## config.mk

```make
export PLATFORM = sky130hd
export DESIGN_NAME = cc_mim_sequencer_flat
export DESIGN_NICKNAME = d
export VERILOG_FILES = /design/src/rtl/cc_mim_sequencer_pkg.sv /design/src/rtl/cc_mim_sequencer_if.sv /design/src/rtl/cc_mim_sequencer_next_addr.sv /design/src/rtl/cc_mim_sequencer.sv /design/src/flat_wrapper.sv
export SDC_FILE = /design/constraint.sdc
export NUM_CORES = 1
export LEC_CHECK = 0
export CORE_ASPECT_RATIO = 1.25
export CORE_UTILIZATION = 34
export DETAILED_ROUTE_END_ITERATION = 16
export GPL_ROUTABILITY_DRIVEN = 0
export PLACE_DENSITY = 0.89
export SYNTH_ARGS = -nofsm -noshare
export SYNTH_HDL_FRONTEND = slang
export SYNTH_SLANG_ARGS = --single-unit
```

## constraint.sdc

```tcl
create_clock -name CC_MIM_Sequencer_CLOCK_50 -period 5.2 [get_ports CC_MIM_Sequencer_CLOCK_50]
set_input_delay 1.04 -clock CC_MIM_Sequencer_CLOCK_50 [delete_from_list [all_inputs] [get_ports CC_MIM_Sequencer_CLOCK_50]]
set_output_delay 1.04 -clock CC_MIM_Sequencer_CLOCK_50 [all_outputs]
set_load 0.005 [all_outputs]
```

## src/rtl/cc_mim_sequencer_pkg.sv

```systemverilog
// Shared definitions for the microprogram sequencer: microword field layout,
// COND encodings and sequencer FSM states.
package cc_mim_pkg;

    localparam int unsigned UW_A_HI     = 40;
    localparam int unsigned UW_A_LO     = 35;
    localparam int unsigned UW_AMUX     = 34;
    localparam int unsigned UW_B_HI     = 33;
    localparam int unsigned UW_B_LO     = 28;
    localparam int unsigned UW_BMUX     = 27;
    localparam int unsigned UW_C_HI     = 26;
    localparam int unsigned UW_C_LO     = 21;
    localparam int unsigned UW_CMUX     = 20;
    localparam int unsigned UW_RD       = 19;
    localparam int unsigned UW_WR       = 18;
    localparam int unsigned UW_ALU_HI   = 17;
    localparam int unsigned UW_ALU_LO   = 14;
    localparam int unsigned UW_COND_HI  = 13;
    localparam int unsigned UW_COND_LO  = 11;
    localparam int unsigned UW_JADDR_HI = 10;
    localparam int unsigned UW_JADDR_LO = 0;

    typedef enum logic [2:0] {
        COND_NEXT   = 3'b000,
        COND_N      = 3'b001,
        COND_Z      = 3'b010,
        COND_V      = 3'b011,
        COND_C      = 3'b100,
        COND_IR13   = 3'b101,
        COND_JUMP   = 3'b110,
        COND_DECODE = 3'b111
    } cond_e;

    typedef enum logic [1:0] {
        IDLE     = 2'd0,
        RUN      = 2'd1,
        WAIT_MEM = 2'd2,
        HALT     = 2'd3
    } seq_state_e;

endpackage

```

## src/rtl/cc_mim_sequencer_if.sv

```systemverilog
// Sequencer bus: control-store, datapath and memory-handshake signals.
// Optional single-step inputs appear when CC_MIM_SEQUENCER_STEP_EN is defined.
interface cc_mim_sequencer_if #(
    parameter int unsigned DATAWIDTH_UWORD = 41,
    parameter int unsigned DATAWIDTH_UADDR = 11,
    parameter int unsigned DATAWIDTH_IR    = 32
);
    logic                       CC_MIM_Sequencer_start_InLow;
    logic [DATAWIDTH_UWORD-1:0] CC_MIM_Sequencer_uword_InBUS;
    logic [DATAWIDTH_IR-1:0]    CC_MIM_Sequencer_ir_InBUS;
    logic [3:0]                 CC_MIM_Sequencer_flags_InBUS;
    logic                       CC_MIM_Sequencer_memAck_In;
    logic [DATAWIDTH_UADDR-1:0] CC_MIM_Sequencer_uaddr_OutBUS;
    logic                       CC_MIM_Sequencer_exec_Out;
    logic                       CC_MIM_Sequencer_memReq_Out;
    logic                       CC_MIM_Sequencer_memWr_Out;
    logic                       CC_MIM_Sequencer_halted_Out;

`ifdef CC_MIM_SEQUENCER_STEP_EN
    logic CC_MIM_Sequencer_stepMode_In;
    logic CC_MIM_Sequencer_stepPulse_In;

    modport master (
        input  CC_MIM_Sequencer_start_InLow, CC_MIM_Sequencer_uword_InBUS,
               CC_MIM_Sequencer_ir_InBUS, CC_MIM_Sequencer_flags_InBUS,
               CC_MIM_Sequencer_memAck_In,
               CC_MIM_Sequencer_stepMode_In, CC_MIM_Sequencer_stepPulse_In,
        output CC_MIM_Sequencer_uaddr_OutBUS, CC_MIM_Sequencer_exec_Out,
               CC_MIM_Sequencer_memReq_Out, CC_MIM_Sequencer_memWr_Out,
               CC_MIM_Sequencer_halted_Out
    );
    modport slave (
        output CC_MIM_Sequencer_start_InLow, CC_MIM_Sequencer_uword_InBUS,
               CC_MIM_Sequencer_ir_InBUS, CC_MIM_Sequencer_flags_InBUS,
               CC_MIM_Sequencer_memAck_In,
               CC_MIM_Sequencer_stepMode_In, CC_MIM_Sequencer_stepPulse_In,
        input  CC_MIM_Sequencer_uaddr_OutBUS, CC_MIM_Sequencer_exec_Out,
               CC_MIM_Sequencer_memReq_Out, CC_MIM_Sequencer_memWr_Out,
               CC_MIM_Sequencer_halted_Out
    );
`else
    modport master (
        input  CC_MIM_Sequencer_start_InLow, CC_MIM_Sequencer_uword_InBUS,
               CC_MIM_Sequencer_ir_InBUS, CC_MIM_Sequencer_flags_InBUS,
               CC_MIM_Sequencer_memAck_In,
        output CC_MIM_Sequencer_uaddr_OutBUS, CC_MIM_Sequencer_exec_Out,
               CC_MIM_Sequencer_memReq_Out, CC_MIM_Sequencer_memWr_Out,
               CC_MIM_Sequencer_halted_Out
    );
    modport slave (
        output CC_MIM_Sequencer_start_InLow, CC_MIM_Sequencer_uword_InBUS,
               CC_MIM_Sequencer_ir_InBUS, CC_MIM_Sequencer_flags_InBUS,
               CC_MIM_Sequencer_memAck_In,
        input  CC_MIM_Sequencer_uaddr_OutBUS, CC_MIM_Sequencer_exec_Out,
               CC_MIM_Sequencer_memReq_Out, CC_MIM_Sequencer_memWr_Out,
               CC_MIM_Sequencer_halted_Out
    );
`endif

endinterface

```

## src/rtl/cc_mim_sequencer_next_addr.sv

```systemverilog
// Next-microaddress selection: increment, conditional/unconditional jump,
// or opcode decode into the upper half of the control store.
module cc_mim_next_addr
    import cc_mim_pkg::*;
#(
    parameter int unsigned DATAWIDTH_UADDR = 11,
    parameter int unsigned DATAWIDTH_IR    = 32
) (
    input  logic [DATAWIDTH_UADDR-1:0] uaddr,
    input  logic [2:0]                 cond,
    input  logic [DATAWIDTH_UADDR-1:0] jaddr,
    input  logic [3:0]                 flags,
    input  logic [DATAWIDTH_IR-1:0]    ir,
    output logic [DATAWIDTH_UADDR-1:0] next_uaddr
);
    logic                       take_jump;
    logic [DATAWIDTH_UADDR-1:0] incr_uaddr;
    logic [DATAWIDTH_UADDR-1:0] decode_uaddr;
    logic                       unused_ir;

    assign incr_uaddr   = uaddr + DATAWIDTH_UADDR'(1);
    // Decode target: {1, op, op3, 00} gives each op/op3 pair a 4-word slot.
    assign decode_uaddr = DATAWIDTH_UADDR'({1'b1, ir[31:30], ir[24:19], 2'b00});
    assign unused_ir    = ^{ir[29:25], ir[18:14], ir[12:0]};

    always_comb begin
        take_jump = 1'b0;
        case (cond)
            COND_N:    take_jump = flags[3];
            COND_Z:    take_jump = flags[2];
            COND_V:    take_jump = flags[1];
            COND_C:    take_jump = flags[0];
            COND_IR13: take_jump = ir[13];
            COND_JUMP: take_jump = 1'b1;
            default:   take_jump = 1'b0;
        endcase
    end

    always_comb begin
        next_uaddr = incr_uaddr;
        if (cond == COND_DECODE) begin
            next_uaddr = decode_uaddr;
        end else if (take_jump) begin
            next_uaddr = jaddr;
        end
    end

endmodule

```

## src/rtl/cc_mim_sequencer.sv

```systemverilog
// Microprogram sequencer: FSM, microPC register and memory-stall handling.
// Define CC_MIM_SEQUENCER_STEP_EN to add single-step gating of the RUN state.
module cc_mim_sequencer
    import cc_mim_pkg::*;
#(
    parameter int unsigned DATAWIDTH_UWORD = 41,
    parameter int unsigned DATAWIDTH_UADDR = 11,
    parameter int unsigned DATAWIDTH_IR    = 32,
    parameter int unsigned RESET_UADDR     = 0,
    parameter int unsigned HALT_UADDR      = 2047
) (
    input  logic              CC_MIM_Sequencer_CLOCK_50,
    input  logic              CC_MIM_Sequencer_RESET_InLow,
    cc_mim_sequencer_if.master bus
);
    seq_state_e                 state_q, state_next;
    logic [DATAWIDTH_UADDR-1:0] uaddr_q, uaddr_next, adv_uaddr;
    logic [DATAWIDTH_UWORD-1:0] uword;
    logic                       mem_op, run_ok;
    logic                       exec, mem_req, mem_wr;
    logic                       unused_fields;

    assign uword         = bus.CC_MIM_Sequencer_uword_InBUS;
    assign mem_op        = uword[UW_RD] | uword[UW_WR];
    assign unused_fields = ^uword[UW_A_HI:UW_CMUX];

`ifdef CC_MIM_SEQUENCER_STEP_EN
    assign run_ok = ~bus.CC_MIM_Sequencer_stepMode_In | bus.CC_MIM_Sequencer_stepPulse_In;
`else
    assign run_ok = 1'b1;
`endif

    cc_mim_next_addr #(
        .DATAWIDTH_UADDR (DATAWIDTH_UADDR),
        .DATAWIDTH_IR    (DATAWIDTH_IR)
    ) u_next_addr (
        .uaddr      (uaddr_q),
        .cond       (uword[UW_COND_HI:UW_COND_LO]),
        .jaddr      (DATAWIDTH_UADDR'(uword[UW_JADDR_HI:UW_JADDR_LO])),
        .flags      (bus.CC_MIM_Sequencer_flags_InBUS),
        .ir         (bus.CC_MIM_Sequencer_ir_InBUS),
        .next_uaddr (adv_uaddr)
    );

    always_ff @(posedge CC_MIM_Sequencer_CLOCK_50 or negedge CC_MIM_Sequencer_RESET_InLow) begin
        if (!CC_MIM_Sequencer_RESET_InLow) begin
            state_q <= IDLE;
            uaddr_q <= DATAWIDTH_UADDR'(RESET_UADDR);
        end else begin
            state_q <= state_next;
            uaddr_q <= uaddr_next;
        end
    end

    always_comb begin
        state_next = state_q;
        uaddr_next = uaddr_q;
        exec       = 1'b0;
        mem_req    = 1'b0;
        mem_wr     = 1'b0;
        case (state_q)
            IDLE, HALT: begin
                if (!bus.CC_MIM_Sequencer_start_InLow) begin
                    state_next = RUN;
                    uaddr_next = DATAWIDTH_UADDR'(RESET_UADDR);
                end
            end
            RUN: begin
                if (run_ok) begin
                    if (mem_op) begin
                        mem_req = 1'b1;
                        mem_wr  = uword[UW_WR];
                        if (bus.CC_MIM_Sequencer_memAck_In) begin
                            exec = 1'b1;
                        end else begin
                            state_next = WAIT_MEM;
                        end
                    end else begin
                        exec = 1'b1;
                    end
                end
            end
            WAIT_MEM: begin
                mem_req = 1'b1;
                mem_wr  = uword[UW_WR];
                if (bus.CC_MIM_Sequencer_memAck_In) begin
                    exec       = 1'b1;
                    state_next = RUN;
                end
            end
            default: state_next = IDLE;
        endcase
        // Executing the halt word overrides any advance, freezing the microPC.
        if (exec) begin
            if (uaddr_q == DATAWIDTH_UADDR'(HALT_UADDR)) begin
                state_next = HALT;
            end else begin
                uaddr_next = adv_uaddr;
            end
        end
    end

    assign bus.CC_MIM_Sequencer_uaddr_OutBUS = uaddr_q;
    assign bus.CC_MIM_Sequencer_exec_Out     = exec;
    assign bus.CC_MIM_Sequencer_memReq_Out   = mem_req;
    assign bus.CC_MIM_Sequencer_memWr_Out    = mem_wr;
    assign bus.CC_MIM_Sequencer_halted_Out   = (state_q == HALT);

endmodule

```

## src/flat_wrapper.sv

```systemverilog
// flat-port wrapper written by rule: the top's interface ports become plain ports
module cc_mim_sequencer_flat import cc_mim_pkg::*;
#(
    parameter int unsigned DATAWIDTH_UWORD = 41,
    parameter int unsigned DATAWIDTH_UADDR = 11,
    parameter int unsigned DATAWIDTH_IR    = 32,
    parameter int unsigned RESET_UADDR     = 0,
    parameter int unsigned HALT_UADDR      = 2047
)
  (CC_MIM_Sequencer_CLOCK_50, CC_MIM_Sequencer_RESET_InLow, bus_CC_MIM_Sequencer_start_InLow, bus_CC_MIM_Sequencer_uword_InBUS, bus_CC_MIM_Sequencer_ir_InBUS, bus_CC_MIM_Sequencer_flags_InBUS, bus_CC_MIM_Sequencer_memAck_In, bus_CC_MIM_Sequencer_uaddr_OutBUS, bus_CC_MIM_Sequencer_exec_Out, bus_CC_MIM_Sequencer_memReq_Out, bus_CC_MIM_Sequencer_memWr_Out, bus_CC_MIM_Sequencer_halted_Out);
  cc_mim_sequencer_if #(.DATAWIDTH_UWORD(DATAWIDTH_UWORD), .DATAWIDTH_UADDR(DATAWIDTH_UADDR), .DATAWIDTH_IR(DATAWIDTH_IR)) bus_i ();
  input  logic CC_MIM_Sequencer_CLOCK_50;
  input  logic CC_MIM_Sequencer_RESET_InLow;
  input wire logic [$bits(bus_i.CC_MIM_Sequencer_start_InLow)-1:0] bus_CC_MIM_Sequencer_start_InLow;
  input wire logic [$bits(bus_i.CC_MIM_Sequencer_uword_InBUS)-1:0] bus_CC_MIM_Sequencer_uword_InBUS;
  input wire logic [$bits(bus_i.CC_MIM_Sequencer_ir_InBUS)-1:0] bus_CC_MIM_Sequencer_ir_InBUS;
  input wire logic [$bits(bus_i.CC_MIM_Sequencer_flags_InBUS)-1:0] bus_CC_MIM_Sequencer_flags_InBUS;
  input wire logic [$bits(bus_i.CC_MIM_Sequencer_memAck_In)-1:0] bus_CC_MIM_Sequencer_memAck_In;
  output wire logic [$bits(bus_i.CC_MIM_Sequencer_uaddr_OutBUS)-1:0] bus_CC_MIM_Sequencer_uaddr_OutBUS;
  output wire logic [$bits(bus_i.CC_MIM_Sequencer_exec_Out)-1:0] bus_CC_MIM_Sequencer_exec_Out;
  output wire logic [$bits(bus_i.CC_MIM_Sequencer_memReq_Out)-1:0] bus_CC_MIM_Sequencer_memReq_Out;
  output wire logic [$bits(bus_i.CC_MIM_Sequencer_memWr_Out)-1:0] bus_CC_MIM_Sequencer_memWr_Out;
  output wire logic [$bits(bus_i.CC_MIM_Sequencer_halted_Out)-1:0] bus_CC_MIM_Sequencer_halted_Out;
  assign bus_i.CC_MIM_Sequencer_start_InLow = bus_CC_MIM_Sequencer_start_InLow;
  assign bus_i.CC_MIM_Sequencer_uword_InBUS = bus_CC_MIM_Sequencer_uword_InBUS;
  assign bus_i.CC_MIM_Sequencer_ir_InBUS = bus_CC_MIM_Sequencer_ir_InBUS;
  assign bus_i.CC_MIM_Sequencer_flags_InBUS = bus_CC_MIM_Sequencer_flags_InBUS;
  assign bus_i.CC_MIM_Sequencer_memAck_In = bus_CC_MIM_Sequencer_memAck_In;
  assign bus_CC_MIM_Sequencer_uaddr_OutBUS = bus_i.CC_MIM_Sequencer_uaddr_OutBUS;
  assign bus_CC_MIM_Sequencer_exec_Out = bus_i.CC_MIM_Sequencer_exec_Out;
  assign bus_CC_MIM_Sequencer_memReq_Out = bus_i.CC_MIM_Sequencer_memReq_Out;
  assign bus_CC_MIM_Sequencer_memWr_Out = bus_i.CC_MIM_Sequencer_memWr_Out;
  assign bus_CC_MIM_Sequencer_halted_Out = bus_i.CC_MIM_Sequencer_halted_Out;
  cc_mim_sequencer #(.DATAWIDTH_UWORD(DATAWIDTH_UWORD), .DATAWIDTH_UADDR(DATAWIDTH_UADDR), .DATAWIDTH_IR(DATAWIDTH_IR), .RESET_UADDR(RESET_UADDR), .HALT_UADDR(HALT_UADDR)) u_core (.CC_MIM_Sequencer_CLOCK_50(CC_MIM_Sequencer_CLOCK_50), .CC_MIM_Sequencer_RESET_InLow(CC_MIM_Sequencer_RESET_InLow), .bus(bus_i));
endmodule
```

==> impl_metrics.ini, run 1 <==
; flow metrics
[worst_setup_path]
crit_type = in -> out
reg2reg_depth = 7

[job]
tool_warnings = 76

[clock_network]
cts.sinks = 13
root_buffer = clkbuf_8
cts_setup_buffers = 0
holdBufCountCts = 0

[sta]
slew-limit-headroom = 0.4051
whs_ns = 0.6136
finalSetupViolations = 0

[placement]
dpl.hpwl_mm = 2.348

[logic_synthesis]
yosys_area_sq_um = 1126
adder_share = 0.04444
fp_nets = 231
top_area_cell = dfrtp_1

[global_route]
gr-usage-met3 = 0.02529
antenna_found_initial = 0
grt_max_degree = 15

[outcome]
outcome = completed

[cells_and_area]
syn2layout_area_growth_pct = 48.00

[drt]
drcViolationCount = 0
vias_per_cell = 5.725
-- run 1: registers in the layout, summed over array words and instances, names as in the netlist --
| signal | count |
|---|---|
| u_core.bus.CC_MIM_Sequencer_uaddr_OutBUS | 11 |
| u_core.state_q | 2 |
-- run 1: worst max-delay path, stage by stage --
cell             delay (ns)
clkdlybuf4s50_1        0.43
or3b_1                 0.38
a21o_1                 0.21
clkinv_2               0.08
clkdlybuf4s50_1        0.50
-- run 1: cells by family (layout without fill, tap and decap cells) --
logic type               after synthesis  after routing
buffers and inverters                 10             56
flip-flops                            13             13
AND/OR/NAND/NOR                       61             61
AND-OR/OR-AND                         51             51
multiplexers                           2              2
XOR/XNOR                               5              5
adder cells (fa/ha/maj)                4              4
-- run 1: cell type report --
class                           instances  area, sq um
Clock buffer                            4        45.04
Fill cell                             311         1528
Inverter                                5        20.02
Multi-Input combinational cell        123        759.5
Sequential cell                        13        325.3
Tap cell                               37        46.29
Timing Repair Buffer                   47        470.5
-- run 1: through the flow --
stage / utilization / worst slack, ns / instances
2_1_floorplan: - / 2.489 / 146
3_3_place_gp: 0.5076 / 1.513 / 225
3_5_place_dp: 0.5076 / 1.512 / 225
4_1_cts: 0.5217 / 1.498 / 229
5_1_grt: 0.5217 / 1.449 / 229
6_report: 0.5217 / 1.507 / 229
-- run 1: where the power goes --
part / internal [mW] / total, mW / switching, mW
sequential: 0.137 / 0.191 / 0.0540
combinational: 0.194 / 0.367 / 0.174
clock: 0.0541 / 0.0916 / 0.0375
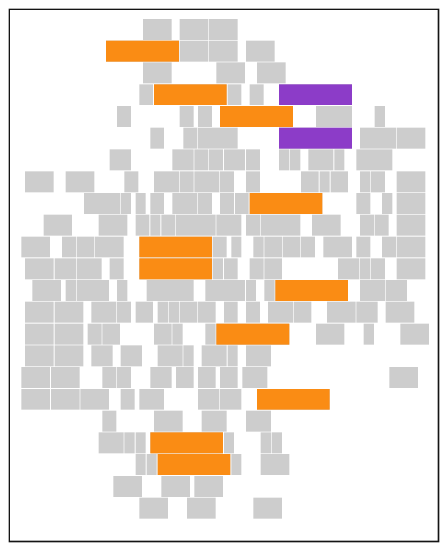
Fig. 1. Register map, names as in the netlist (run 1).
Scale: 8 px per um. Other cells in grey.
legend:
  orange:
    signal: u_core.bus.CC_MIM_Sequencer_uaddr_OutBUS
    placed_flops: 11
  purple:
    signal: u_core.state_q
    placed_flops: 2
final core occ: 0.5217
flip-flop and latch area: 325.3 sq um

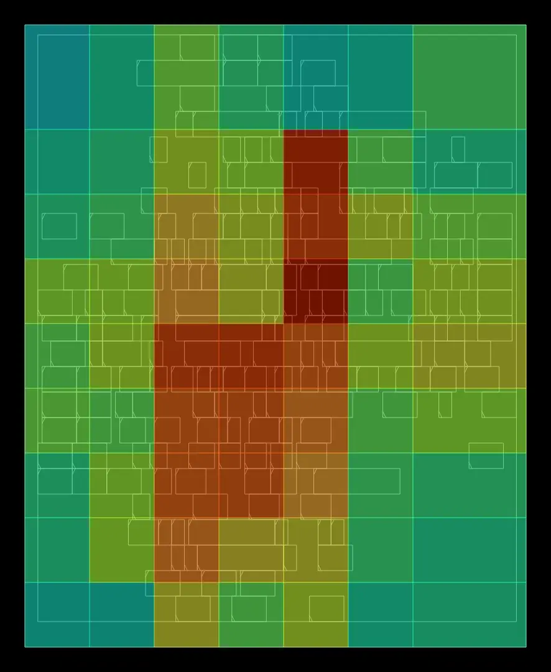
Fig. 2. Routing congestion map (run 1).
gr busiest metal: met2
total track usage: 0.1872

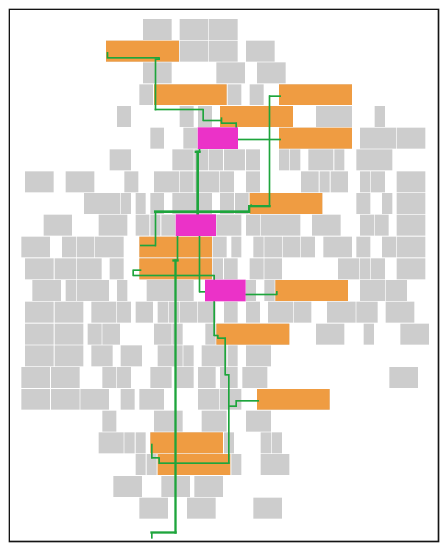
Fig. 3. Clock distribution (run 1).
Scale: 8 px per um.
legend:
  green:
    item: clock wires
    length: 196 um
  orange:
    item: flip-flops
    count: 13
  magenta:
    item: clock-net drivers
    count: 3
routed clock nets: 4
clock group power: 0.0916 mW
Worst Skew: 0.001530 ns
Late-Pin Clk Latency: 0.24 ns
Clk pwr share: 0.141

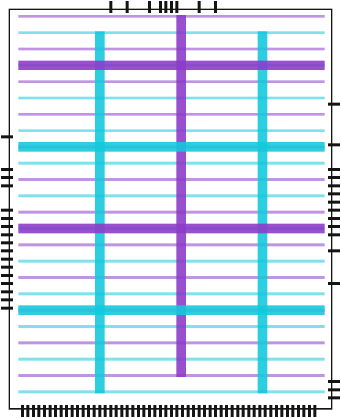
Fig. 4. Floorplan with the power grid (run 1).
Scale: 6 px per um. Pins as bars on the die edge.
legend:
  cyan:
    net: VSS
  purple:
    net: VDD
signal pins: 96
met5 straps: 4
met4 straps: 3
Max VDD drop: 0.0002134 V
core footprint: 3194 sq um
Die H: 66.35 um

--- run 2 (diff from run 1) ---
Settings changed: CORE_UTILIZATION 34 to 32, PLACE_DENSITY 0.89 to 0.85.
Clock period 5.2 ns to 3.76 ns, I/O delays scaled along.
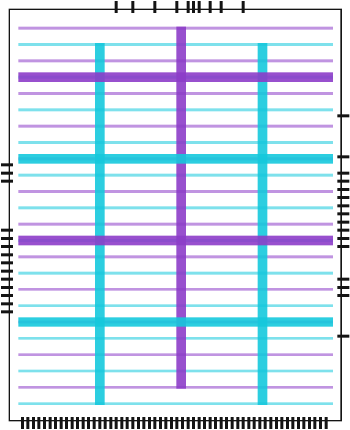
Fig. 5. Floorplan with the power grid (run 2).
Scale: 6 px per um. Pins as bars on the die edge.
legend:
  cyan:
    net: VSS
  purple:
    net: VDD
rows: 23
met4 straps: 3
met5 straps: 4
core footprint: 3281 sq um
Die H: 68.33 um
Max VDD drop: 0.0003485 V

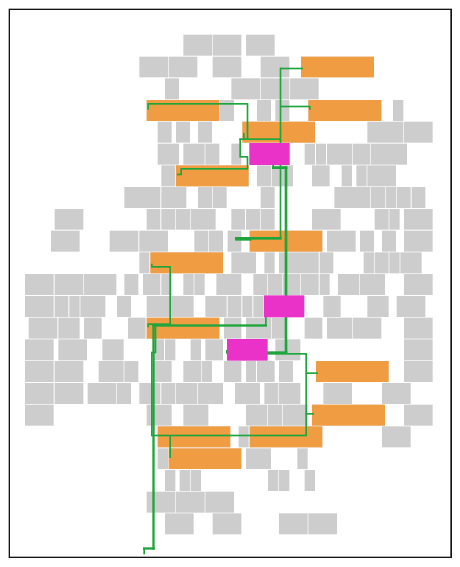
Fig. 6. Clock distribution (run 2).
Scale: 8 px per um.
legend:
  magenta:
    item: clock-net drivers
    count: 3
  orange:
    item: flip-flops
    count: 13
  green:
    item: clock wires
    length: 227 um
routed clock nets: 4
Late-Pin Clk Latency: 0.25 ns
clock group power: 0.131 mW
Worst Skew: 0.003335 ns
Clk pwr share: 0.145

==> run 2 against run 1 <==
  * Sequential cell count stayed put
  * Clock power is 43% higher
  * Hold slack worse by 0.025 ns
  * Design area is 0.45% higher
  * Register-to-register slack worse by 1.4 ns
  * Global-route usage is 0.41 points higher
  * Combinational power is 39% higher
  * Die area is 6.0% higher
  * Sequential share of layout area is 0.088 points lower
  * Clock skew is 0.0018 ns higher
  * Synthesized cell count stayed put
  * Largest cell class unchanged
==> impl_metrics.ini, run 2 <==
; flow metrics
[sta]
finalSetupViolations = 0

[global_route]
grt_usage = 0.1913
top_usage_layer = met2
gr-usage-met3 = 0.03111
antenna_found_initial = 0

[outcome]
outcome = completed

[clock_network]
holdBufCountCts = 0
cts_setup_buffers = 0
root_buffer = clkbuf_8

[cells_and_area]
largest_reg_flops = 11
num-multi-input-gates = 123
comb-cell-share = 0.4537
largest_class = combinational gates
fillers = 323
seq_share = 0.1943
seq_cells = 13
n_all_inverters = 5
ff_latch_area_sq_um = 325.3
num-nonclk-buffers = 48

[drt]
vias_per_cell = 5.813
drcViolationCount = 0

[worst_setup_path]
cp_slowest_cell = clkdlybuf4s50_1
path_delay_family = buffers and inverters
worst_path_most_repeated_cell = clkdlybuf4s50_1
crit_type = in -> out
critPathBufInv = 3

[logic_synthesis]
top_area_cell = dfrtp_1
adder_share = 0.04444
yosys_area_sq_um = 1126
==> run 2: netlist changes by cell type in the layout (fill, tap and decap cells not counted), sizes merged <==
cell,previous run,this run
buf,0,1
==> run 2: worst paths after layout <==
check / cells after the start / start / end
max reg2reg: 7 / u_core.state_q[1]$_DFF_PN0_ / u_core.bus.CC_MIM_Sequencer_uaddr_OutBUS[5]$_DFF_PN0_
min reg2reg: 1 / u_core.bus.CC_MIM_Sequencer_uaddr_OutBUS[7]$_DFF_PN0_ / u_core.bus.CC_MIM_Sequencer_uaddr_OutBUS[7]$_DFF_PN0_
max: 5 / bus_CC_MIM_Sequencer_uword_InBUS[18] / bus_CC_MIM_Sequencer_exec_Out
min: 1 / u_core.bus.CC_MIM_Sequencer_uaddr_OutBUS[7]$_DFF_PN0_ / u_core.bus.CC_MIM_Sequencer_uaddr_OutBUS[7]$_DFF_PN0_
max in group asynchronous: 1 / CC_MIM_Sequencer_RESET_InLow / u_core.bus.CC_MIM_Sequencer_uaddr_OutBUS[1]$_DFF_PN0_
min in group asynchronous: 1 / CC_MIM_Sequencer_RESET_InLow / u_core.bus.CC_MIM_Sequencer_uaddr_OutBUS[3]$_DFF_PN0_
==> run 2: through the flow <==
stage	cells	hold WS, ns	util	cell area, sq um	setup slack (ns)
5_1_grt	230	0.6273	0.5103	1674	0.5875
3_3_place_gp	226	0.5726	0.4966	1629	0.6516
6_report	230	0.5883	0.5103	1674	0.6477
4_1_cts	230	0.5967	0.5103	1674	0.6436
2_1_floorplan	146	0.4564	-	1126	1.625
3_5_place_dp	226	0.5777	0.4966	1629	0.6550
==> run 2: where the power goes <==
part           switching (mW)  internal, mW  leakage [nW]  total [mW]
registers              0.0778         0.189         0.169       0.267
logic                   0.241         0.269         0.457       0.510
clock network          0.0561        0.0751        0.0228       0.131
--- run 3 (diff from run 2) ---
Clock period 3.76 ns to 2.9 ns, I/O delays scaled along.
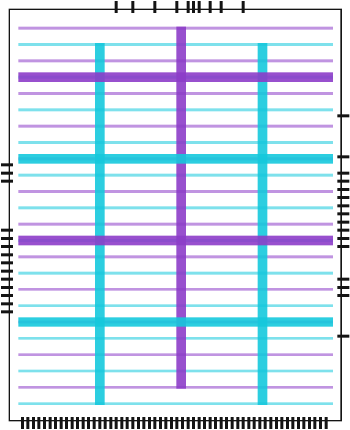
Fig. 7. Floorplan with the power grid (run 3).
Scale: 6 px per um. Pins as bars on the die edge.
legend:
  purple:
    net: VDD
  cyan:
    net: VSS
rows: 23
met4 straps: 3
met5 straps: 4
Max VDD drop: 0.0005263 V
die x size: 55.06 um

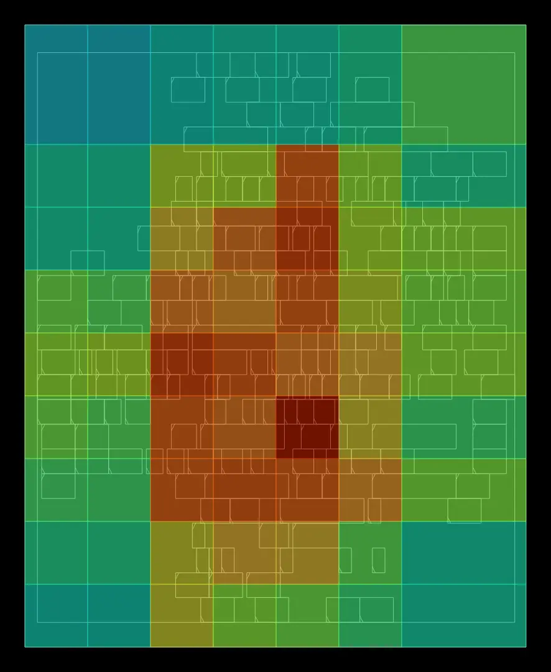
Fig. 8. Routing congestion map (run 3).
M2 GR Usage: 0.3268
WL per Instance: 14.24 um
GR Util met3: 0.03556
final core occ: 0.5126
global-route track usage on met1: 0.2204

==> run 3 against run 2 <==
  * Worst setup slack lost 0.53 ns
  * Highest routed layer unchanged
  * First-iteration DRC count shrank 19%
  * Sequential power grew 28%
  * Clock power grew 31%
  * Final cell count grew 0.43%
  * Combinational power grew about 30%
  * Utilization grew 0.23 points
  * Non-clock buffer count grew 1
==> impl_metrics.ini, run 3 <==
; flow metrics
[worst_setup_path]
critPathBufInv = 3
cp_slowest_cell = clkdlybuf4s50_1
timing.rr.start = u_core.state_q[1]$_DFF_PN0_
crit_type = in -> out
critPathMaxStageDelay_ns = 0.50
worstSetupStartpoint = bus_CC_MIM_Sequencer_uword_InBUS[18]
worst_path_most_repeated_cell = clkdlybuf4s50_1
reg2reg_depth = 8

[die]
core_area_sq_um = 3281

[global_route]
grt_max_degree = 15

[drt]
drcViolationCount = 0
vias_per_cell = 5.719

[logic_synthesis]
fp_nets = 231
top_area_cell = dfrtp_1

[cells_and_area]
design_area_sq_um = 1682
syn2layout_area_growth_pct = 49.33
fin_cells = 231

[sta]
finalSetupViolations = 0
slew-limit-headroom = 0.5946

[outcome]
outcome = completed

[clock_network]
cts.sinks = 13
clock_latency_ns = 0.25

[placement]
dpl.hpwl_mm = 2.447
placed_area_sq_um = 1637
[run 3: cell count changes in the layout (fill, tap and decap cells not counted)]
cell   previous run  this run
buf_4             1         2
[run 3: stage by stage]
step           hold WS, ns  utilization
2_1_floorplan       0.2844            -
3_3_place_gp        0.5708       0.4989
3_5_place_dp        0.5759       0.4989
4_1_cts             0.5952       0.5126
5_1_grt             0.6308       0.5126
6_report            0.6041       0.5126
[run 3: final timing paths]
| check | endpoint | slack (ns) |
|---|---|---|
| setup / recovery | bus_CC_MIM_Sequencer_exec_Out | 0.12 |
| hold / removal | u_core.state_q[0]$_DFF_PN0_ | 0.60 |
| setup reg to reg | u_core.bus.CC_MIM_Sequencer_uaddr_OutBUS[7]$_DFF_PN0_ | 0.65 |
| hold reg to reg | u_core.state_q[0]$_DFF_PN0_ | 0.60 |
| max in group asynchronous | u_core.bus.CC_MIM_Sequencer_uaddr_OutBUS[2]$_DFF_PN0_ | 1.80 |
| min in group asynchronous | u_core.bus.CC_MIM_Sequencer_uaddr_OutBUS[9]$_DFF_PN0_ | 0.71 |
[run 3: layout make-up]
type | instances | area, sq um
multi-input cells | 123 | 759.5
fillers | 331 | 1599
clock buffers | 4 | 45.04
repair buffers | 49 | 485.5
well taps | 37 | 46.29
flip-flops and latches | 13 | 325.3
inverters | 5 | 20.02
[run 3: routing by layer]
layer / global-route usage / vias up
met5: 0 / -
met4: 0.1250 / 0
met3: 0.03556 / 5
met2: 0.3268 / 57
met1: 0.2204 / 607
li1: - / 652
[run 3: worst min-delay path, stage by stage, from the launching register on]
cell and delay (ns):
dfrtp_1 0.42, o22ai_1 0.09, nand2_1 0.05
[run 3: power breakdown]
part | switching, mW | total, mW | internal (mW)
sequential | 0.0959 | 0.341 | 0.245
combinational | 0.315 | 0.665 | 0.351
clock | 0.0741 | 0.172 | 0.0976
Power and IR drop assume default switching activity.
